Design addsub_pipe, sky130hd; sources not shown.
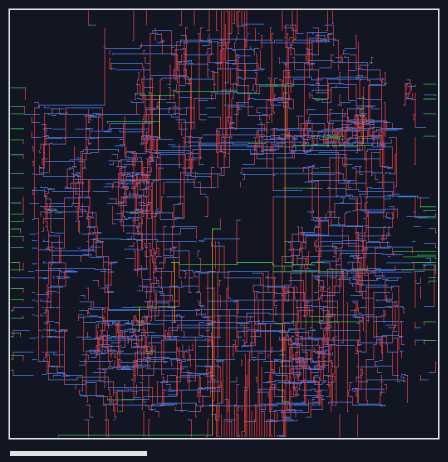
Figure 1: run 1, wiring by layer.
Scale bar: 50 µm.
- met1: blue (wire length 6750 µm)
- met2: red (wire length 7660 µm)
- met3: green (wire length 574 µm)
- met4: orange (wire length 232 µm)
aggregate routed wire length: 15.2 mm
count of vias placed by the detailed router: 5783
GRT Total Usage: 12.9%
routed length per placed instance: 11.7 µm

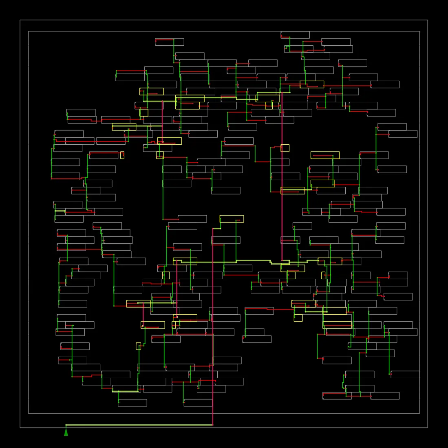
Figure 2: run 1, clock nets.
sinks on the clock net: 194
clock buffer count in the final layout: 19
clock tree skew after final layout: 0.00986 ns
CTS Buf Count: 17

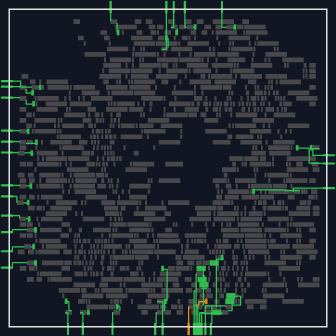
Figure 3: run 1, nets reached from selected ports.
- a: green (bits 32; direction input; edge 12 bottom, 12 left, 5 top, 3 right; end cells 33; buffers 32; wire 524 µm)
- cin: orange (bits 1; direction input; edge bottom; end cells 1; buffers 1; wire 16.1 µm)
port bufs: 108
number of ports placed on the die boundary: 109

==> ci_impl_report.md, run 1 <==
## Synthesis and layout report

| Metric | Value |
|---|---|
| Fin crit period | 7.57 ns |
| Post-route ant nets | 0 |
| Arrival time of data at the critical path endpoint | 4.43 ns |
| Run status | finished clean |
| Critical path endpoint category | output port |
| Tcrit/Tclk final | 48.2% |
| Core utilization before placement | 41.1% |
| Synthesis area per yosys | 9080 µm² |
| Hold WS | 0.457 ns |
| Die ar. | 24600 µm² |
| Gate family responsible for the most delay along the worst path | buffers and inverters |
| Top-area cell share | 58.9% |
| Cell type with the highest aggregate area in the netlist | sky130_fd_sc_hd__edfxtp_1 |
| Final WS setup | 8.13 ns |
| Slew HR | 30.0% |
| Maximum vdd ir drop | 55.5 µV |
| OpenROAD warnings | 28 |
| Setup slack, reg-to-reg | 12.90 ns |
| Number of vias per cell after detailed routing | 4.46 |
| Commonest non-fill, non-tap cells in the layout | sky130_fd_sc_hd__nor2_1 (193), sky130_fd_sc_hd__inv_1 (187), sky130_fd_sc_hd__edfxtp_1 (178) |
| Number of pins exceeding their max-slew limit in the final report | 0 |
| Average footprint of a synthesized cell | 10.1 µm² |
| Standard cell area after detailed placement | 10400 µm² |
| Top cells by count, synth | sky130_fd_sc_hd__nor2_1 (193), sky130_fd_sc_hd__inv_1 (188), sky130_fd_sc_hd__edfxtp_1 (178), sky130_fd_sc_hd__nand2_1 (138) |
| Share of flip-flops with an asynchronous set or reset | 0% |
| Internal power summed over all cells | 0.914 mW |
| Post-synth cell types | 27 |
| Transition time at the pin with the least slew margin | 1.05 ns |
| Cell depth of the worst setup path | 4 |
| Placer Congestion | 0.823 |
| Post_cts resized | 0 |
| Count of maximum capacitance violations | 0 |
| Clock transition at path regs | 0.06 ns |
| Violation count after the first detailed-route iteration | 280 |
| Clock tree from TritonCTS | built |
| Number of flip-flops in the largest register | 80 |
| Setup repair after global routing missed its margin | no |
| Area delta synth->final | 21.2% |
| Count of buffer and inverter cells on the critical path | 3 |
| Crit path kind | in -> out |
| Switching power summed over all nets | 0.271 mW |
| Residual DRC count | 0 |
| Part of the total power dissipated in the clock network | 36.7% |
| Max Fclk | 0.132 GHz |
| WP data required | 12.56 ns |
| Die extent in y | 157 µm |
| Max stage delay on crit path | 0.64 ns |
| Clock latency reported for the late side of the worst-skew pair | 0.43 ns |
| R2r worst-path depth | 4 |
| Number of rows in the core area | 54 |
| Sequential fraction of the synthesis area | 62.4% |
| Global-route wire length before repair | 25.3 mm |
| Number of failing hold endpoints at the final stage | 0 |
| CP Max Fanout | 5 |
| Most common cell in the synthesized netlist | sky130_fd_sc_hd__nor2_1 |
| Area inside the core boundary | 22100 µm² |
| Class of the worst hold path | reg -> reg |
| Dpl cells | 1266 |
| Pwr/cell area | 108 nW/µm² |
| Overflow left after global routing | 0 |
| Top cells by area | sky130_fd_sc_hd__edfxtp_1 (59%), sky130_fd_sc_hd__nor2_1 (8.0%), sky130_fd_sc_hd__inv_1 (7.8%), sky130_fd_sc_hd__nand2_1 (5.7%), sky130_fd_sc_hd__ha_1 (3.9%) |
| CTS max path bufs | 2 |
| Sort of element at the start of the critical path | input port |
| Final setup violation count | 0 |
| Critical Path, Cell by Cell | clkdlybuf4s50_1 -> inv_1 -> nand2_2 -> clkdlybuf4s50_1 |
| Final cell count without fillers | 1297 |
| Number of detailed-route iterations in the first pass | 4 |
| Final total negative setup slack | 0 ns |
| Final design instance area without fill | 11000 µm² |
| Utilization of the core after routing | 49.8% |
| Synthesized netlist net count | 1007 |
| Die outline width | 157 µm |
==> run 1: routing by layer <==
| metal | vias up | share of wire (%) | GRT usage (%) |
|---|---|---|---|
| met5 | - | 0 | 0 |
| met4 | 0 | 1.5 | 4.50 |
| met3 | 17 | 3.8 | 3.29 |
| met2 | 104 | 50 | 22.2 |
| met1 | 2633 | 44 | 15.9 |
| li1 | 3029 | - | - |
==> run 1: worst reg2reg max path, cell delays in order, from the launching register on <==
cell and delay (ns):
sky130_fd_sc_hd__dfxtp_1 0.32, sky130_fd_sc_hd__nand2_2 0.17, sky130_fd_sc_hd__nor2_2 0.19, sky130_fd_sc_hd__inv_6 0.63
sky130_fd_sc_hd__buf_4 0.99
==> run 1: power groups by stage <==
stage | registers, mW | logic, mW | clock network [mW]
after global placement | 0.623 | 0.138 | 0
after CTS | 0.612 | 0.140 | 0.445
final | 0.612 | 0.138 | 0.435
after floorplan | 0.628 | 0.0862 | 0
after global routing | 0.616 | 0.159 | 0.465
after detailed placement | 0.624 | 0.140 | 0
==> run 1: logic make-up (layout without fill, tap and decap cells) <==
kind of cell / after synthesis / after routing / synth area share (%)
and+or+nand+nor: 382 / 382 / 16.9
buffers and inverters: 213 / 330 / 9.17
DFF: 194 / 194 / 62.4
AOI/OAI and AO/OA: 38 / 38 / 2.33
adders and majority gates: 36 / 36 / 5.62
xor gates and xnor gates: 37 / 37 / 3.57
==> run 1: area by class of cell <==
| cell class | instances | area [µm²] |
|---|---|---|
| Clock buffer | 19 | 433 |
| Clock inverter | 12 | 156 |
| Fill cell | 2062 | 11100 |
| Inverter | 188 | 711 |
| Multi-Input combinational cell | 493 | 2600 |
| Sequential cell | 194 | 5670 |
| Tap cell | 280 | 350 |
| Timing Repair Buffer | 111 | 1100 |
==> inputs of run 2 (changes only) <==
- PLACE_DENSITY: 0.63 -> 0.66
- clock period: 15.7 -> 6.5 ns (I/O delays scaled with it)
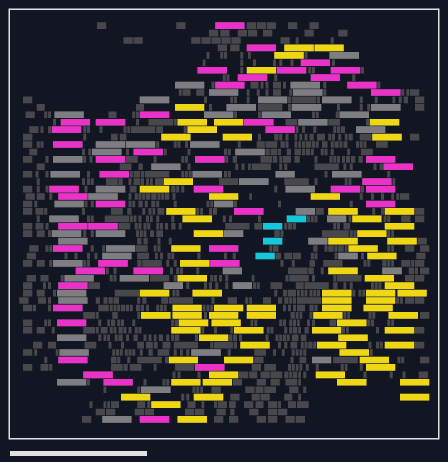
Figure 4: run 2, register map, names as in the netlist.
Scale bar: 50 µm. Other sequential cells in the stronger grey, the rest of the logic in the fainter grey.
- a_q: magenta (sequential cells 49; where spread over the die)
- s_q: yellow (sequential cells 80)
- sub_q: cyan (sequential cells 4; where middle)
sequential cell power: 1.48 mW
fraction of standard cell area that is sequential: 51.7%
utilization of the core after routing: 49.6%

==> ci_impl_report.md, run 2 <==
## Synthesis and layout report

| Metric | Value |
|---|---|
| Run status | finished clean |
| Overflow left after global routing | 0 (unchanged) |
| Placer Congestion | 0.855 (+3.9%) |
| Arrival time of data at the critical path endpoint | 2.60 ns (-1.83 ns) |
| Tcrit/Tclk final | 60.0% |
| Number of pins exceeding their max-slew limit in the final report | 0 (unchanged) |
| Commonest non-fill, non-tap cells in the layout | sky130_fd_sc_hd__nor2_1 (193), sky130_fd_sc_hd__inv_1 (187), sky130_fd_sc_hd__edfxtp_1 (178) |
| Final cell count without fillers | 1297 (unchanged) |
| Sort of element at the start of the critical path | input port |
| CTS Buf Count | 17 (unchanged) |
| Critical Path, Cell by Cell | clkdlybuf4s50_1 -> inv_1 -> nand2_2 -> clkdlybuf4s50_1 |
| Setup slack, reg-to-reg | 4.16 ns (-8.74 ns) |
| CTS max path bufs | 2 (unchanged) |
| Class of the worst hold path | reg -> reg |
| R2r worst-path depth | 4 (unchanged) |
| Part of the total power dissipated in the clock network | 34.1% (-2.6 points) |
| Top cells by area | sky130_fd_sc_hd__edfxtp_1 (59%), sky130_fd_sc_hd__nor2_1 (8.0%), sky130_fd_sc_hd__inv_1 (7.8%), sky130_fd_sc_hd__nand2_1 (5.7%), sky130_fd_sc_hd__ha_1 (3.9%) |
| Clock transition at path regs | 0.07 ns (about the same) |
| Number of failing hold endpoints at the final stage | 0 (unchanged) |
| Number of ports placed on the die boundary | 109 (unchanged) |
| Fin crit period | 3.90 ns |
| Final total negative setup slack | 0 ns (unchanged) |
| Crit path kind | in -> out |
| Share of flip-flops with an asynchronous set or reset | 0% (unchanged) |
| OpenROAD warnings | 30 (+7.1%) |
| Most common cell in the synthesized netlist | sky130_fd_sc_hd__nor2_1 |
| Dpl cells | 1266 (unchanged) |
| Area inside the core boundary | 22100 µm² (unchanged) |
| Die outline width | 157 µm (unchanged) |
| Clock tree skew after final layout | 0.0121 ns (+0.00222 ns) |
| Residual DRC count | 0 (unchanged) |
| CP Max Fanout | 5 (unchanged) |
| Die extent in y | 157 µm (unchanged) |
| Switching power summed over all nets | 0.664 mW (+150%) |
| Max Fclk | 0.257 GHz |
| Top-area cell share | 58.9% (unchanged) |
| Critical path endpoint category | output port |
| Area delta synth->final | 20.7% |
| Maximum vdd ir drop | 138 µV (+150%) |
| Number of detailed-route iterations in the first pass | 4 (unchanged) |
| Transition time at the pin with the least slew margin | 0.993 ns (-0.0564 ns) |
| Number of rows in the core area | 54 (unchanged) |
| Max stage delay on crit path | 0.64 ns (about the same) |
| Global-route wire length before repair | 24.9 mm (-1.7%) |
| Violation count after the first detailed-route iteration | 293 (+4.6%) |
| Sequential fraction of the synthesis area | 62.4% (unchanged) |
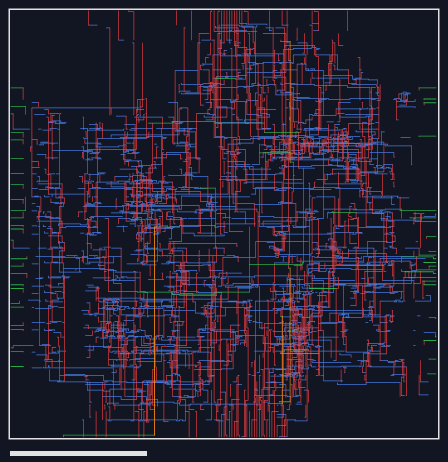
Figure 5: run 2, wiring by layer.
Scale bar: 50 µm.
- met1: blue (wire length 6890 µm)
- met3: green (wire length 528 µm)
- met2: red (wire length 7850 µm)
- met4: orange (wire length 201 µm)
GRT Total Usage: 12.8%
count of vias placed by the detailed router: 5739
aggregate routed wire length: 15.5 mm
routed length per placed instance: 11.9 µm

## run 2: power groups by stage
stage | logic, mW | clock network (mW) | registers, mW
4_1_cts | 0.335 | 0.957 | 1.48
2_1_floorplan | 0.208 | 0 | 1.52
3_5_place_dp | 0.333 | 0 | 1.51
6_report | 0.333 | 0.938 | 1.48
5_1_grt | 0.382 | 1.01 | 1.49
3_3_place_gp | 0.329 | 0 | 1.51
## run 2: cell families after synthesis
group           synth area share [%]
simple gates                    16.9
buf+inv                         9.17
flops                           62.4
compound gates                  2.33
xor+xnor                        3.57
fa+ha+maj                       5.62
## run 2: layout make-up
cell class	count	area [µm²]	share of cell area, %
tap	280	350	3.19
clock buffer	17	425	3.88
timing repair buffer	112	1130	10.3
multi-input combinational	493	2600	23.7
sequential	194	5670	51.7
inverter	188	711	6.48
clock inverter	13	90.1	0.822
## run 2: routing by layer
metal,GRT usage [%],up-vias,part of all wire (%)
met5,0,-,0
met4,5.63,0,1.3
met3,2.68,8,3.4
met2,21.9,95,51
met1,15.8,2599,45
li1,-,3037,-
## run 2: worst max-delay path, delay by kind of cell
| kind | cells | cell delay, ns |
|---|---|---|
| AND/OR/NAND/NOR | 1 | 0.16 |
| buffers and inverters | 3 | 1.13 |
## run 2: through the flow
stage / hold WS [ns] / power [mW] / utilization, % / setup WS (ns) / instance area (µm²)
floorplan: 0.426 / 1.72 / - / 0.833 / 9080
global placement: 0.451 / 1.84 / 47.2 / 2.60 / 10400
detailed placement: 0.460 / 1.84 / 47.2 / 2.60 / 10400
CTS: 0.470 / 2.77 / 49.5 / 2.61 / 10900
global route: 0.496 / 2.88 / 49.6 / 2.57 / 11000
finish: 0.470 / 2.75 / 49.6 / 2.60 / 11000
Power and IR drop assume default switching activity.
